### M1 wires, run 1

Supply wires on this layer in gray.
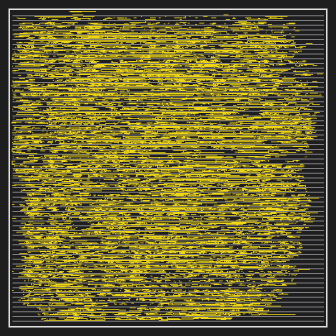
### Zoomed window, run 1

Scale bar: 10 µm. Region (75, 75) to (105, 105) µm. Cells in gray, sequential cells in the stronger gray; small squares are vias.
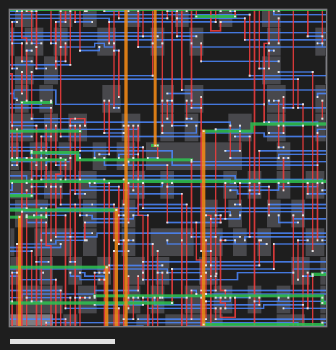
### Metal 4, run 1

Supply wires on this layer in gray.
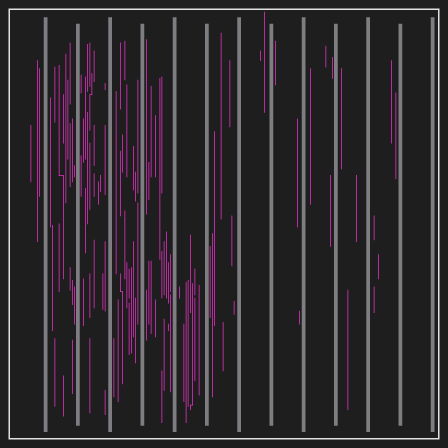
### Metal layers overlaid, run 1

Two of the layers only.
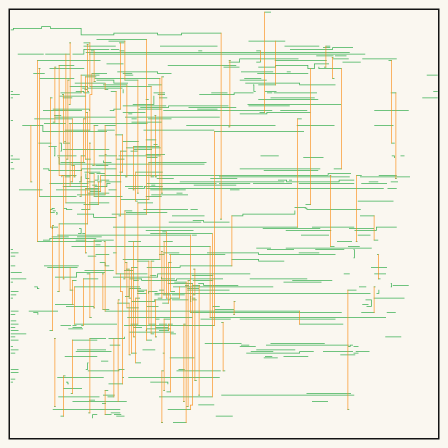
## src/rtl/div_unit_pkg.sv

```systemverilog
// rtl/div_unit_pkg.sv - shared op encodings, FSM states and width default for the divider
package div_unit_pkg;

    localparam int XLEN_DEFAULT = 32;

    typedef enum logic [1:0] {
        OP_DIV  = 2'b00,
        OP_DIVU = 2'b01,
        OP_REM  = 2'b10,
        OP_REMU = 2'b11
    } op_e;

    typedef enum logic [1:0] {
        IDLE = 2'b00,
        RUN  = 2'b01,
        FIX  = 2'b10,
        DONE = 2'b11
    } state_e;

endpackage

```

## src/rtl/div_step.sv

```systemverilog
// rtl/div_step.sv - one combinational restoring shift-subtract iteration
// Ports:
//   rem_in   partial remainder before this step
//   dbit     next dividend bit shifted into the remainder
//   divisor  divisor magnitude
//   rem_out  partial remainder after this step
//   qbit     quotient bit produced by this step
module div_step #(
    parameter int XLEN = 32
) (
    input  logic [XLEN-1:0] rem_in,
    input  logic            dbit,
    input  logic [XLEN-1:0] divisor,
    output logic [XLEN-1:0] rem_out,
    output logic            qbit
);

    logic [XLEN:0]   trial;
    logic [XLEN+1:0] diff;

    assign trial = {rem_in, dbit};
    // Extra top bit of diff is the borrow of the XLEN+1-bit trial subtract.
    assign diff  = {1'b0, trial} - {2'b00, divisor};

    // A successful subtract leaves a value below the divisor, so diff[XLEN]
    // is zero whenever the borrow is clear; folding it in changes nothing.
    assign qbit    = ~(diff[XLEN+1] | diff[XLEN]);
    assign rem_out = qbit ? diff[XLEN-1:0] : trial[XLEN-1:0];

endmodule

```

## src/rtl/div_unit.sv

```systemverilog
// rtl/div_unit.sv - iterative restoring integer divider (DIV/DIVU/REM/REMU)
// Ports:
//   clk, rst_n          clock, synchronous active-low reset
//   start, op           request and operation, sampled in IDLE or DONE
//   dividend, divisor   operands, latched with start
//   kill                flush; aborts any operation, wins over start
//   result              registered quotient or remainder
//   busy                high while iterating or fixing signs
//   done                one-cycle completion pulse, result valid with it
module div_unit
    import div_unit_pkg::*;
#(
    parameter int XLEN = XLEN_DEFAULT
) (
    input  logic            clk,
    input  logic            rst_n,
    input  logic            start,
    input  logic [1:0]      op,
    input  logic [XLEN-1:0] dividend,
    input  logic [XLEN-1:0] divisor,
    input  logic            kill,
    output logic [XLEN-1:0] result,
    output logic            busy,
    output logic            done
);

    localparam int CW = $clog2(XLEN + 1);
    localparam logic [CW-1:0] LAST = CW'(XLEN - 1);
    localparam logic [XLEN-1:0] MIN_NEG = {1'b1, {(XLEN-1){1'b0}}};

    state_e          state, state_n;
    logic [CW-1:0]   cnt;
    logic [XLEN-1:0] quo;      // dividend magnitude shifting out, quotient shifting in
    logic [XLEN-1:0] rem;
    logic [XLEN-1:0] dvs;
    logic            q_neg;
    logic            r_neg;
    logic            rem_sel;

    logic            accept;
    logic            is_signed;
    logic            is_rem;
    logic            neg_a;
    logic            neg_b;
    logic            div0;
    logic            ovf;
    logic            special;
    logic [XLEN-1:0] special_val;
    logic [XLEN-1:0] step_rem;
    logic            step_q;
    logic [XLEN-1:0] fix_val;

    assign is_signed = (op == OP_DIV) || (op == OP_REM);
    assign is_rem    = (op == OP_REM) || (op == OP_REMU);
    assign neg_a     = is_signed & dividend[XLEN-1];
    assign neg_b     = is_signed & divisor[XLEN-1];
    assign div0      = (divisor == '0);
    assign ovf       = is_signed && (dividend == MIN_NEG) && (divisor == '1);
    assign special   = div0 | ovf;

    always_comb begin
        special_val = '0;
        if (div0) begin
            special_val = is_rem ? dividend : '1;
        end else begin
            special_val = is_rem ? '0 : dividend;
        end
    end

    assign fix_val = rem_sel ? (r_neg ? -rem : rem) : (q_neg ? -quo : quo);

    div_step #(.XLEN(XLEN)) u_step (
        .rem_in  (rem),
        .dbit    (quo[XLEN-1]),
        .divisor (dvs),
        .rem_out (step_rem),
        .qbit    (step_q)
    );

    always_comb begin
        state_n = state;
        accept  = 1'b0;
        busy    = (state == RUN) || (state == FIX);
        done    = (state == DONE);
        case (state)
            IDLE, DONE: begin
                state_n = IDLE;
                if (start) begin
                    accept  = 1'b1;
                    state_n = special ? DONE : RUN;
                end
            end
            RUN:     state_n = (cnt == LAST) ? FIX : RUN;
            FIX:     state_n = DONE;
            default: state_n = IDLE;
        endcase
        if (kill) begin
            accept  = 1'b0;
            state_n = IDLE;
        end
    end

    always_ff @(posedge clk) begin
        if (!rst_n) begin
            state   <= IDLE;
            cnt     <= '0;
            quo     <= '0;
            rem     <= '0;
            dvs     <= '0;
            q_neg   <= 1'b0;
            r_neg   <= 1'b0;
            rem_sel <= 1'b0;
            result  <= '0;
        end else begin
            state <= state_n;
            if (accept) begin
                cnt     <= '0;
                quo     <= neg_a ? -dividend : dividend;
                rem     <= '0;
                dvs     <= neg_b ? -divisor : divisor;
                q_neg   <= neg_a ^ neg_b;
                r_neg   <= neg_a;
                rem_sel <= is_rem;
                if (special) begin
                    result <= special_val;
                end
            end else if (!kill) begin
                if (state == RUN) begin
                    quo <= {quo[XLEN-2:0], step_q};
                    rem <= step_rem;
                    cnt <= cnt + CW'(1);
                end else if (state == FIX) begin
                    result <= fix_val;
                end
            end
        end
    end

endmodule

```

## config.mk

```make
export PLATFORM = sky130hd
export DESIGN_NAME = div_unit
export DESIGN_NICKNAME = d
export VERILOG_FILES = /design/src/rtl/div_unit_pkg.sv /design/src/rtl/div_step.sv /design/src/rtl/div_unit.sv
export SDC_FILE = /design/constraint.sdc
export NUM_CORES = 1
export LEC_CHECK = 0
export ABC_AREA = 1
export CAP_MARGIN = 20
export CELL_PAD_IN_SITES_DETAIL_PLACEMENT = 1
export CELL_PAD_IN_SITES_GLOBAL_PLACEMENT = 1
export CORE_UTILIZATION = 41
export CTS_CLUSTER_DIAMETER = 30
export CTS_CLUSTER_SIZE = 10
export DETAILED_ROUTE_END_ITERATION = 6
export GPL_TIMING_DRIVEN = 0
export HOLD_SLACK_MARGIN = 0.1
export PLACE_DENSITY = 0.89
export SETUP_SLACK_MARGIN = 0.4
export SKIP_CTS_REPAIR_TIMING = 1
export SLEW_MARGIN = 30
export SYNTH_ARGS = -nofsm -noshare
export SYNTH_HDL_FRONTEND = slang
export SYNTH_SLANG_ARGS = --single-unit
```

## constraint.sdc

```tcl
create_clock -name clk -period 2.91 [get_ports clk]
set_input_delay 0.582 -clock clk [delete_from_list [all_inputs] [get_ports clk]]
set_output_delay 0.582 -clock clk [all_outputs]
set_load 0.02 [all_outputs]
```

==> qor.csv, run 1 <==
stage;metric;value;unit
layout;logic area;0.00940;mm²
floorplan;chip height;180;µm
sta;Max Clock Freq;0.365;GHz
worst_setup_path;CP required;3.29;ns
min_path;Worst Hold Class;register to register;
flow_run;Tool Warnings;30;
global_route;initial antenna violation count;1;
floorplan;FP Core Util;0.421;
cts;Clock transition at path regs;0.07;ns
worst_setup_path;crit-path max FO;10;
floorplan;core area;0.0309;mm²
cts;Clock Sinks;139;
worst_setup_path;critical path endpoint;rem[0];
yosys;Yosys top cell by area;dfxtp_1;
yosys;synth cell count leaders;nand2_1 (720), inv_1 (301), nand3_1 (235), nor2_1 (226), a21oi_1 (157);
flow_run;max cap viols;0;
layout;area grow syn2layout;27.3;%
placement;gpl congestion;0.964;
sta;PnR worst setup slack;0.170;ns
placement;detailed placer's ending HPWL;46500;µm
sta;relative slew slack;0.407;
worst_setup_path;sequence of cells on the critical path;inv_1 -> ha_1 -> inv_1 -> nor2_1 -> clkbuf_1 -> buf_1 -> nand3_2 -> a21oi_2;
sta;RSZ-0062 raised after global routing;yes;
floorplan;DIE AREA;0.0324;mm²
yosys;Mean Syn Cell Area;5.62;µm²
layout;share of post-route cells with drive strength above 1;0.126;
power_and_ir_drop;Worst IR Drop VDD;0.465;mV
sta;Hold Vio Cnt, Final;0;
power_and_ir_drop;Design Power;6.72;mW
worst_setup_path;crit start category;register;
global_route;largest net degree at the start of global routing;17;
worst_setup_path;slowest stage cell on the critical path;clkbuf_1;
worst_setup_path;R2R Path Start;state[1];
yosys;most frequent cell after synthesis;nand2_1;
cts;number of buffers created by CTS;17;
worst_setup_path;critical path class;register to register;
sta;final worst path period need;2.74;ns
run_status;status;complete, no violations;
layout;Ant. Diodes;0;
yosys;Synth flops;139;
yosys;ys cells;2313;
min_path;hold depth;2;
worst_setup_path;Worst path max stage delay;0.64;ns
yosys;post-synthesis instance total;2313;
layout;Flop area;0.00280;mm²
yosys;synth warn;0;
yosys;top cells, area;dfxtp_1 (21%), nand2_1 (21%), nand3_1 (9.0%);
layout;Util after Layout;0.535;
cts;CTS tree;built;
yosys;mapped cell area;0.0130;mm²
global_route;first-pass GRT wire length;89400;µm
sta;Hold WS;0.481;ns
Notes on 'M1 wires' above:
nets with wire on the layer	2,455
longest straight run	109 µm
main direction	horizontal
met1 GRT Util: 0.477
via count: 17,300
Post-Route WL: 65,800 µm

Notes on 'Zoomed window' above:
color	layer
green	M3
orange	M4
blue	M1
red	M2
most frequent	nand2_1 (27), nand3_1 (17), nor2_1 (12)
sequential cells in the window	0
cells with their middle in the window	80

Notes on 'Metal 4' above:
nets with wire on the layer	105
main direction	vertical
share of all routed wire	5.3%
wire length on this layer	3,490 µm
longest straight run	81.6 µm

Notes on 'Metal layers overlaid' above:
color	layer	wire length
green	M3	5,810 µm
orange	M4	3,490 µm
post-DR wirelength/cell: 22.8 µm
GRT Total Usage: 0.354

run 1: power by group:
part | internal (mW) | switching [mW] | total (mW)
logic | 0.652 | 1.39 | 2.04
registers | 1.98 | 0.0672 | 2.05
clock network | 1.54 | 1.08 | 2.62
total | 4.18 | 2.54 | 6.72
run 1: sequential cells by signal, indices dropped and copies added, names as in the netlist:
register and count:
dvs 32, quo 32, rem 32, result 32, cnt 6, state 2, q_neg 1, r_neg 1
rem_sel 1
run 1: worst max-delay path, delay by kind of cell, from the launching register on:
family | cells | cell delay (ns)
buffers and inverters | 4 | 1.39
and+or+nand+nor | 2 | 0.51
adders and majority gates | 1 | 0.18
AOI/OAI and AO/OA | 1 | 0.21
DFF | 1 | 0.35
run 1: final cells by class:
class / instances / share of cell area
timing repair buffer: 147 / 0.0901
clock buffer: 17 / 0.0257
multi-input combinational: 1771 / 0.568
clock inverter: 15 / 0.0143
inverter: 319 / 0.0735
buffer: 85 / 0.0290
sequential: 139 / 0.169
tap: 396 / 0.0299
run 1: stage by stage:
step	cells	area [µm²]	TNS, ns
floorplan	2313	13000	0
global placement	2811	14500	-22.30
detailed placement	2811	14500	-23.40
CTS	2843	15200	-7.16
global route	2889	16500	0
finish	2889	16500	0
run 1: metal layers:
layer | global-route usage | vias up | wire length [µm]
li1 | - | 7779 | -
met1 | 0.477 | 8344 | 27400
met2 | 0.568 | 935 | 29100
met3 | 0.0604 | 261 | 5810
met4 | 0.127 | 2 | 3490
met5 | 0 | - | 19
run 1: cells in the final DEF, fill, tap and decap left out, types with 17 or more instances in the layout:
cell,instances
nand3b_1,19
clkbuf_16,21
dfxtp_1,125
nand3_1,217
nor2_1,202
xnor2_1,17
a21oi_1,140
nor2_2,22
ha_1,18
clkbuf_1,45
nand3_2,19
nand4_1,47
o21ai_0,126
clkdlybuf4s50_1,87
xor2_1,36
inv_2,21
buf_4,40
nand2_1,692
inv_1,289
nor3_1,20
nand2_2,22
a21oi_2,18
run 1: worst min-delay path by stage:
| stage | startpoint | to |
|---|---|---|
| floorplan | dvs[29] | dvs[29] |
| global placement | dvs[27] | dvs[27] |
| detailed placement | quo[3] | quo[3] |
| CTS | quo[3] | quo[3] |
| global route | quo[4] | quo[4] |
| finish | quo[4] | quo[4] |
run 1: cell families (layout without fill, tap and decap cells):
group | Yosys count | after routing | synth area share
DFF | 139 | 139 | 0.214
AOI/OAI and AO/OA | 330 | 330 | 0.133
adders and majority gates | 56 | 56 | 0.0518
xor gates and xnor gates | 53 | 53 | 0.0357
and+or+nand+nor | 1331 | 1332 | 0.443
buffers and inverters | 404 | 583 | 0.122
### The clock network, run 1

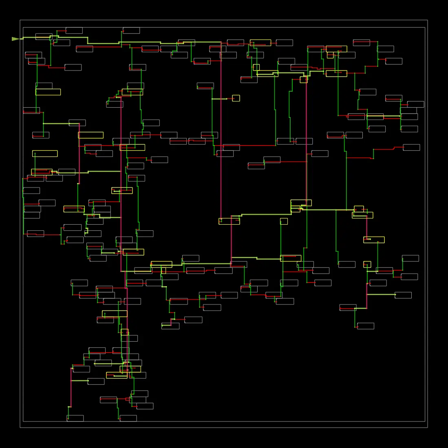

==> inputs of run 2 (changes only) <==
- MAX_ROUTING_LAYER: default -> met4
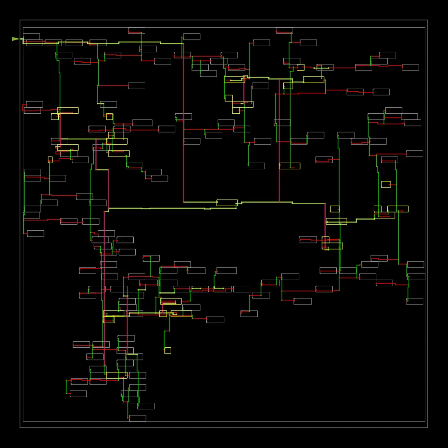
*The clock network, run 2*
number of clock buffers in the layout: 18
number of buffers created by CTS: 17
Clk. pwr: 2.24 mW
Insertion Delay late pin: 0.46 ns
Seq cells: 139

==> run 2 against run 1 <==
Cell count is 0.48% lower. Critical path type unchanged. Setup slack better by 0.065 ns. Hold slack better by 0.0023 ns. Critical path depth is 11 higher. Sequential cell count stayed put. Clock skew hardly changed.
==> qor.csv, run 2 <==
stage;metric;value;unit;change
run_status;status;complete, no violations;;unchanged
power_and_ir_drop;Leak;7.70;nW;was 7.82 nW
sta;RSZ-0062 raised after global routing;yes;;unchanged
global_route;GRT Max-Usage Layer;met2;;unchanged
global_route;grt ovf;0;;unchanged
yosys;ys cells;2313;;unchanged
placement;placed cell count;2811;;unchanged
floorplan;core area;0.0309;mm²;unchanged
worst_setup_path;slowest stage cell on the critical path;dfxtp_4;;was clkbuf_1
floorplan;FP Core Util;0.421;;unchanged
sta;Hold Vio Cnt, Final;0;;unchanged
sta;Worst-Margin Slew;0.815;ns;was 0.889 ns
cts;Clock Sinks;139;;unchanged
yosys;Area leader share;0.214;;unchanged
yosys;Yosys top cell by area;dfxtp_1;;unchanged
layout;Flop area;0.00281;mm²;was 0.00280 mm²
worst_setup_path;CP top delay family;simple AND/OR/NAND/NOR gates;;was buffers and inverters
worst_setup_path;Worst Path Buf+Inv;3;;was 4
global_route;initial antenna violation count;0;;was 1
floorplan;chip height;180;µm;unchanged
global_route;met1 GRT Util;0.459;;was 0.477
cts;CTS tree;built;;unchanged
worst_setup_path;sequence of cells on the critical path;inv_4 -> ha_4 -> inv_4 -> fa_2 -> nand2_2 -> nand2_2 -> nand3_2 -> nand2_4 -> nand2_4 -> nand2_4 -> nand2_4 -> nand2_4 -> nand2_8 -> nand2_4 -> nor2_4 -> clkbuf_16 -> nand2_2 -> nand3_2 -> a21oi_1;;was inv_1 -> ha_1 -> inv_1 -> nor2_1 -> clkbuf_1 -> buf_1 -> nand3_2 -> a21oi_2
sta;setup violators final;0;;unchanged
sta;Max Clock Freq;0.374;GHz;was 0.365 GHz
worst_setup_path;WP depth;19;;was 8
yosys;Synth flops;139;;unchanged
yosys;top cells, area;dfxtp_1 (21%), nand2_1 (21%), nand3_1 (9.0%);;unchanged
layout;logic area;0.00936;mm²;was 0.00940 mm²
global_route;Global Route met2 Usage;0.554;;was 0.568
layout;final cell count without fillers;2875;;was 2,889
layout;most frequent logic cell in the layout;nand2_1;;unchanged
worst_setup_path;CP required;3.22;ns;was 3.29 ns
power_and_ir_drop;power per cell area;384;mW/mm²;was 406 mW/mm²
yosys;Synth Seq Share;0.214;;unchanged
min_path;worst hold endpoint;dvs[27];;was quo[4]
worst_setup_path;Reg2Reg Capture Point;rem[23];;was rem[0]
yosys;Mean Syn Cell Area;5.62;µm²;unchanged
global_route;largest net degree at the start of global routing;17;;unchanged
floorplan;DIE AREA;0.0324;mm²;unchanged
global_route;GR Layer Usage met3;0.0756;;was 0.0604
worst_setup_path;critical path class;register to register;;unchanged
layout;Ant. Diodes;0;;unchanged
worst_setup_path;crit start category;register;;unchanged
yosys;Yosys Chip Area;0.0130;mm²;unchanged
min_path;hold depth;2;;unchanged
sta;relative slew slack;0.456;;was 0.407
layout;most numerous logic cells after layout;nand2_1 (691), inv_1 (285), nand3_1 (211);;was nand2_1 (692), inv_1 (289), nand3_1 (217)
sta;Hold WS;0.484;ns;was 0.481 ns
floorplan;number of core rows;64;;unchanged
worst_setup_path;most frequent CP cell;nand2_4;;was inv_1
flow_run;max cap viols;0;;unchanged
global_route;first-pass GRT wire length;87300;µm;was 89,400 µm
routing;Pre-antenna DRT Iters;5;;unchanged
yosys;EDFF count, synth;0;;unchanged
layout;area grow syn2layout;24.8;%;was 27.3%
yosys;most frequent cell after synthesis;nand2_1;;unchanged
yosys;mapped cell area;0.0130;mm²;unchanged
yosys;synth warn;0;;unchanged
yosys;synth cell count leaders;nand2_1 (720), inv_1 (301), nand3_1 (235), nor2_1 (226), a21oi_1 (157);;unchanged
yosys;post-synthesis instance total;2313;;unchanged
min_path;Worst Hold Class;register to register;;unchanged
layout;share of post-route cells with drive strength above 1;0.126;;about the same
min_path;Worst Min Path Start;dvs[27];;was quo[4]
worst_setup_path;Worst path max stage delay;0.37;ns;was 0.64 ns
placement;gpl congestion;0.983;;was 0.964
yosys;fraction of registers with async set/reset;0;;unchanged
sta;TNS Setup;0;ns;unchanged
layout;final net count;2578;;was 2,592
cts;Clock transition at path regs;0.07;ns;about the same
sta;final worst path period need;2.67;ns;was 2.74 ns
worst_setup_path;crit-path max FO;6;;was 10
worst_setup_path;R2R Path Start;quo[31];;was state[1]
power_and_ir_drop;Design Power;6.24;mW;was 6.72 mW
layout;Util after Layout;0.525;;was 0.535
routing;DR vias/cell;5.82;;was 6.00
power_and_ir_drop;Worst IR Drop VDD;0.425;mV;was 0.465 mV
yosys;Unique cell types;47;;unchanged
placement;detailed placer's ending HPWL;47100;µm;was 46,500 µm
flow_run;Tool Warnings;30;;unchanged
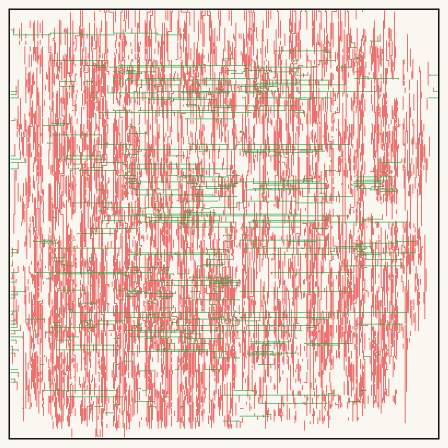
*Metal layers overlaid, run 2*
Two of the layers only.
via count: 16,700
Post-Route WL: 61,200 µm
post-DR wirelength/cell: 21.3 µm
GRT Total Usage: 0.359

run 2: netlist changes by cell type in the layout (fill, tap and decap cells not counted), sizes merged:
cell and change:
buf -13, clkdlybuf4s50 +5, clkbuf +1, bufinv -5
dlymetal6s2s -5, nand2 -1, clkinv -2, inv +6
run 2: worst max-delay path by stage:
stage | from | to | slack, ns
2_1_floorplan | quo[31] | rem[23] | 0.59
3_3_place_gp | op[0] | result[20] | -0.75
6_report | quo[31] | rem[23] | 0.24
5_1_grt | quo[31] | rem[25] | 0.18
3_5_place_dp | op[0] | result[20] | -0.94
4_1_cts | op[0] | result[20] | -0.50
run 2: cell families (layout without fill, tap and decap cells):
logic type,Yosys count,in the layout,synth area share
AOI/OAI and AO/OA,330,330,0.133
xor gates and xnor gates,53,53,0.0357
adders and majority gates,56,56,0.0518
buffers and inverters,404,570,0.122
DFF,139,139,0.214
and+or+nand+nor,1331,1331,0.443
run 2: report_power, final:
part           internal (mW)  switching, mW  leakage (nW)
sequential              1.98         0.0621          1.14
combinational          0.620           1.33          6.28
clock                   1.15           1.09         0.271
run 2: tightest hold or removal path: cells and delay by family, from the launching register on:
kind | cells | cell delay (ns)
and+or+nand+nor | 2 | 0.12
DFF | 1 | 0.32
run 2: through the flow:
| stage | setup slack [ns] | instance area, µm² |
|---|---|---|
| global route | 0.180 | 16200 |
| global placement | -0.753 | 14500 |
| CTS | -0.499 | 15100 |
| detailed placement | -0.940 | 14500 |
| finish | 0.236 | 16200 |
| floorplan | 0.591 | 13000 |
run 2: area by class of cell:
class / instances / share of cell area
sequential: 139 / 0.173
buffer: 85 / 0.0281
inverter: 319 / 0.0746
multi-input combinational: 1770 / 0.577
timing repair buffer: 134 / 0.0823
tap: 396 / 0.0305
clock buffer: 18 / 0.0271
clock inverter: 14 / 0.00756
run 2: metal layers:
| layer | up-vias | share of wire |
|---|---|---|
| met5 | - | 0 |
| met4 | 0 | 0.038 |
| met3 | 175 | 0.076 |
| met2 | 712 | 0.45 |
| met1 | 8095 | 0.43 |
| li1 | 7740 | - |
Power and IR drop assume default switching activity.
